[config.mk]
export PLATFORM = sky130hd
export DESIGN_NAME = tcpc_regbus_master
export DESIGN_NICKNAME = d
export VERILOG_FILES = /design/src/rtl/tcpc_regbus_pkg.sv /design/src/rtl/tcpc_regbus_timeout.sv /design/src/rtl/tcpc_regbus_master.sv
export SDC_FILE = /design/constraint.sdc
export NUM_CORES = 1
export LEC_CHECK = 0
export CAP_MARGIN = 10
export CORE_MARGIN = 5
export CORE_UTILIZATION = 45
export DETAILED_ROUTE_END_ITERATION = 10
export GPL_TIMING_DRIVEN = 0
export PLACE_DENSITY = 0.8
export SLEW_MARGIN = 0
export SYNTH_ARGS = -nofsm -noshare
export SYNTH_HDL_FRONTEND = slang
export SYNTH_SLANG_ARGS = --single-unit
[constraint.sdc]
create_clock -name CLK -period 2.6 [get_ports CLK]
set_input_delay 0.52 -clock CLK [delete_from_list [all_inputs] [get_ports CLK]]
set_output_delay 0.52 -clock CLK [all_outputs]
set_load 0.01 [all_outputs]
[src/rtl/tcpc_regbus_pkg.sv]
// Shared definitions for the TCPC register-bus initiator: FSM encodings, parameter
// defaults, TCPCI register addresses and the burst-length helper.
package tcpc_regbus_pkg;

    localparam logic [1:0] ST_IDLE  = 2'd0;
    localparam logic [1:0] ST_ISSUE = 2'd1;
    localparam logic [1:0] ST_WAIT  = 2'd2;
    localparam logic [1:0] ST_RESP  = 2'd3;

    localparam int DEF_TIMEOUT_CYC = 8;
    localparam int DEF_MAX_BURST   = 8;

    localparam logic [7:0] REG_ALERT        = 8'h10;
    localparam logic [7:0] REG_TCPC_CONTROL = 8'h19;
    localparam logic [7:0] REG_TRANSMIT     = 8'h50;
    localparam logic [7:0] REG_VBUS_VOLTAGE = 8'h70;

    typedef struct packed {
        logic        rnw;
        logic [7:0]  addr;
        logic [15:0] wdata;
    } regbus_req_t;

    // Writes are single-beat; a zero read length means one beat; long reads clamp.
    function automatic logic [3:0] eff_len(input logic rnw, input logic [3:0] len,
                                           input int max_burst);
        logic [3:0] n;
        if (!rnw || len == 4'd0) begin
            n = 4'd1;
        end else if (int'(len) > max_burst) begin
            n = 4'(max_burst);
        end else begin
            n = len;
        end
        return n;
    endfunction

endpackage

[src/rtl/tcpc_regbus_timeout.sv]
// ACK timeout counter: cleared when a beat is issued, counts while waiting, and
// flags the cycle in which the count reaches TIMEOUT_CYC.
module tcpc_regbus_timeout #(
    parameter int TIMEOUT_CYC = 8
) (
    input  logic clk,
    input  logic rst,
    input  logic clr,
    input  logic en,
    output logic tc
);

    localparam logic [7:0] TC_VAL = 8'(TIMEOUT_CYC - 1);

    logic [7:0] cnt_q;
    logic [7:0] cnt_d;

    always_comb begin
        cnt_d = cnt_q;
        if (clr) begin
            cnt_d = 8'd0;
        end else if (en && cnt_q != 8'hFF) begin
            cnt_d = cnt_q + 8'd1;
        end
    end

    always_ff @(posedge clk) begin
        if (rst) begin
            cnt_q <= 8'd0;
        end else begin
            cnt_q <= cnt_d;
        end
    end

    // tc is raised in the waiting cycle whose increment would bring the count to TIMEOUT_CYC.
    assign tc = en && !clr && (cnt_q == TC_VAL);

endmodule

[src/rtl/tcpc_regbus_master.sv]
// Register-bus initiator: turns host commands into single-cycle REQUEST strobes,
// waits for ACK with a timeout, and returns one response per beat.
module tcpc_regbus_master
    import tcpc_regbus_pkg::*;
#(
    parameter int TIMEOUT_CYC = DEF_TIMEOUT_CYC,
    parameter int MAX_BURST   = DEF_MAX_BURST
) (
    input  logic        CLK,
    input  logic        RESET,
    input  logic        CMD_VALID,
    output logic        CMD_READY,
    input  logic        CMD_RNW,
    input  logic [7:0]  CMD_ADDR,
    input  logic [15:0] CMD_WDATA,
    input  logic [3:0]  CMD_LEN,
    output logic        RSP_VALID,
    input  logic        RSP_READY,
    output logic [15:0] RSP_RDATA,
    output logic        RSP_ERR,
    output logic        RSP_LAST,
    output logic        REQUEST,
    output logic        RNW,
    output logic [7:0]  ADDR,
    output logic [15:0] WR_DATA,
    input  logic [15:0] RD_DATA,
    input  logic        ACK
);

    logic [1:0]  state_q, state_d;
    regbus_req_t req_q, req_d;
    logic [3:0]  beats_q, beats_d;
    logic [15:0] rdata_q, rdata_d;
    logic        err_q, err_d;
    logic        tmo_clr, tmo_en, tmo_tc;

    tcpc_regbus_timeout #(
        .TIMEOUT_CYC(TIMEOUT_CYC)
    ) u_timeout (
        .clk(CLK),
        .rst(RESET),
        .clr(tmo_clr),
        .en (tmo_en),
        .tc (tmo_tc)
    );

    always_comb begin
        state_d = state_q;
        req_d   = req_q;
        beats_d = beats_q;
        rdata_d = rdata_q;
        err_d   = err_q;
        tmo_clr = 1'b0;
        tmo_en  = 1'b0;
        case (state_q)
            ST_IDLE: begin
                if (CMD_VALID) begin
                    req_d.rnw   = CMD_RNW;
                    req_d.addr  = CMD_ADDR;
                    req_d.wdata = CMD_WDATA;
                    beats_d     = eff_len(CMD_RNW, CMD_LEN, MAX_BURST);
                    state_d     = ST_ISSUE;
                end
            end
            ST_ISSUE: begin
                tmo_clr = 1'b1;
                state_d = ST_WAIT;
            end
            ST_WAIT: begin
                tmo_en = 1'b1;
                if (ACK) begin
                    rdata_d = req_q.rnw ? RD_DATA : 16'h0000;
                    err_d   = 1'b0;
                    state_d = ST_RESP;
                end else if (tmo_tc) begin
                    // Forcing a single remaining beat makes this error response the last one.
                    rdata_d = 16'h0000;
                    err_d   = 1'b1;
                    beats_d = 4'd1;
                    state_d = ST_RESP;
                end
            end
            ST_RESP: begin
                if (RSP_READY) begin
                    if (beats_q == 4'd1) begin
                        state_d = ST_IDLE;
                    end else begin
                        req_d.addr = req_q.addr + 8'd1;
                        beats_d    = beats_q - 4'd1;
                        state_d    = ST_ISSUE;
                    end
                end
            end
            default: state_d = ST_IDLE;
        endcase
    end

    always_ff @(posedge CLK) begin
        if (RESET) begin
            state_q <= ST_IDLE;
            req_q   <= '{rnw: 1'b1, addr: 8'h00, wdata: 16'h0000};
            beats_q <= 4'd0;
            rdata_q <= 16'h0000;
            err_q   <= 1'b0;
        end else begin
            state_q <= state_d;
            req_q   <= req_d;
            beats_q <= beats_d;
            rdata_q <= rdata_d;
            err_q   <= err_d;
        end
    end

    assign CMD_READY = (state_q == ST_IDLE);
    assign REQUEST   = (state_q == ST_ISSUE);
    assign RNW       = req_q.rnw;
    assign ADDR      = req_q.addr;
    assign WR_DATA   = req_q.wdata;
    assign RSP_VALID = (state_q == ST_RESP);
    assign RSP_LAST  = RSP_VALID && (beats_q == 4'd1);
    assign RSP_RDATA = rdata_q;
    assign RSP_ERR   = err_q;

endmodule
==> out/results.txt <==
post-cts gate resize count - 1
sequential element share of the synthesized area - 41.7%
type of element launching the critical path - register
Crit Reg-Reg Startpoint - state_q[0]
Lkg Pwr - 0.00138 uW
portion of synthesized cell area occupied by the leading cell type - 41.7%
Wirelength per Cell - 15.4 microns
fin crit share - 93.4%
Distinct cells, synth - 50
Final Net Count - 489
standard cell area after detailed placement - 3720 sq um
post-route setup TNS - 0 ns
multi-input gates - 238
die height - 87.3 microns
Slowest-stage cell, CP - sky130_fd_sc_hd__clkdlybuf4s50_1
share of cells above drive strength 1 - 4.18%
area overhead of the layout relative to synthesis - 42.5%
root cell of the clock tree - sky130_fd_sc_hd__clkbuf_8
Post-Layout Inst Area - 3830 sq um
power in sequential cells - 1100 uW
Hold-fix buffers, CTS - 0
setup slack on the worst flop-to-flop path - 0.53 ns
number of buffers outside the clock class in the layout - 114
Post-synth mux share - 1.49%
post-CTS setup repair buffer count - 0
top post-synthesis cells by count - 56 x sky130_fd_sc_hd__dfxtp_1, 50 x sky130_fd_sc_hd__nand2_1, 45 x sky130_fd_sc_hd__a21oi_1
Std-Cell Rows - 28
Worst Hold Path EP - WR_DATA[14]
effective utilization at floorplan - 45.9%
Clock transition at path regs - 0.10 ns
number of fill cells - 510
area taken by flip-flops and latches - 1120 sq um
outcome - completed
hold violation total from the final report - 0
post-route total power - 2890 uW
Placement Setup Slack - 0.117 ns
ratio of total power to cell area - 756 nW/um^2
Die Width - 87.3 microns
switching power of the nets - 1110 uW
Critical Setup Path Class - register to output port
asr flop ratio synth - 0%
CP Capture Point - RSP_LAST
Worst Path Buf+Inv - 2
H-tree depth - 2
detailed router's first-iteration violation count - 132
total combinational power - 1300 uW
most heavily used metal layer in global routing - met2
routability cong. - 0.844
chip area in the Yosys report - 2690 sq um
met2 wire length - 3790 microns
fin. max-slew vios - 0
first-pass GRT wire length - 13100 microns
cell type group with the largest total delay on the critical path - buffers and inverters
DRC violation count after routing - 0
Registers, synthesis - 56
share of total power in combinational logic - 45.0%
Clk network pwr share - 17.0%
Routed met1 length - 3380 microns
synthesized net count - 389
slew margin rel. - 60.8%
Tapcell Cnt - 75
endpoint class of the critical path - output port
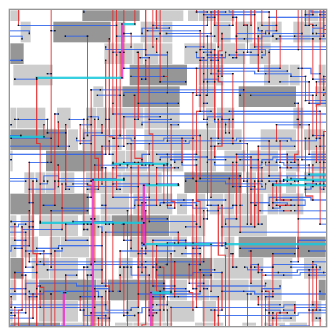
(close-up of the layout)
Region (24, 24) to (64, 64) microns. Cells in grey, sequential cells in the stronger grey; small squares are vias.
legend:
  metal 4:
    colour: magenta
  metal 1:
    colour: blue
  metal 2:
    colour: red
  metal 3:
    colour: cyan
sequential cells in the window: 15
cells with their middle in the window: 134
most frequent: dfxtp_1 (15), clkbuf_1 (12)
netlist names of flops here include: `RSP_RDATA` (5), `beats_q` (3), `WR_DATA` (2)

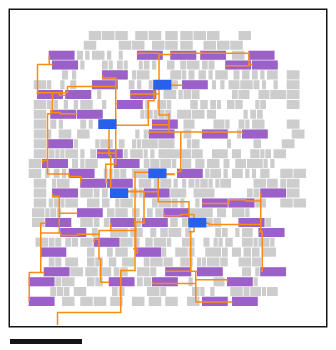
(routed clock nets over the placement)
Bar = 20 microns.
legend:
  clock drivers:
    colour: blue
    count: 5
  clock wires:
    colour: orange
    length: 665 microns
  flip-flops:
    colour: purple
    count: 56
routed clock nets: 6
flops lie: widely spread
Clock Skews: 0.00276 ns
clock network power: 491 uW

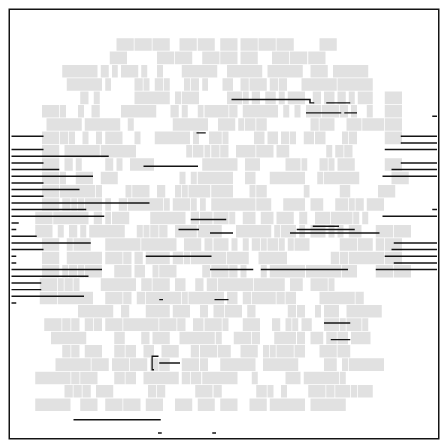
(signal wires on met3)
Cells faint in the background.
longest straight run: 27.8 microns
wire length on this layer: 524 microns
share of all routed wire: 6.7%
main direction: horizontal
nets with wire on the layer: 55
GRT met3 Usage: 5.39%
wirelength, routed: 7790 microns
vias post-DR: 2815

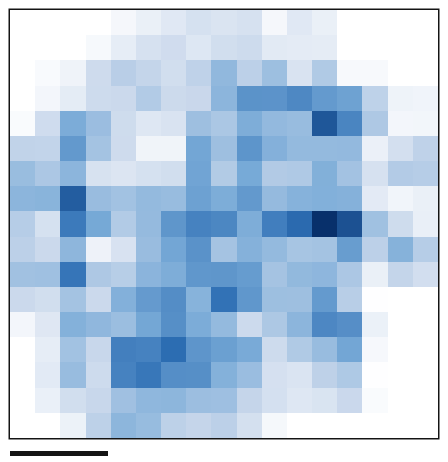
(wiring heat map)
Bar = 20 microns. 17 x 17 tiles, from white (low) to dark blue (high), scaled to the fullest tile. Values are wire area over tile area, all layers added.
mean over tiles: 0.16
fullest tile: 0.55
tiles over half the peak: 17%

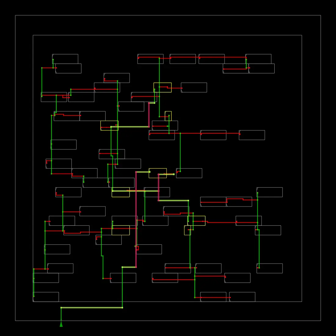
(clock routing)
total CTS buffers: 5
number of clock buffer instances in the layout: 6
final sequential cell count: 56
clock sink total: 56
latest clock arrival within the worst-skew pair: 0.30 ns

Power and IR drop assume default switching activity.
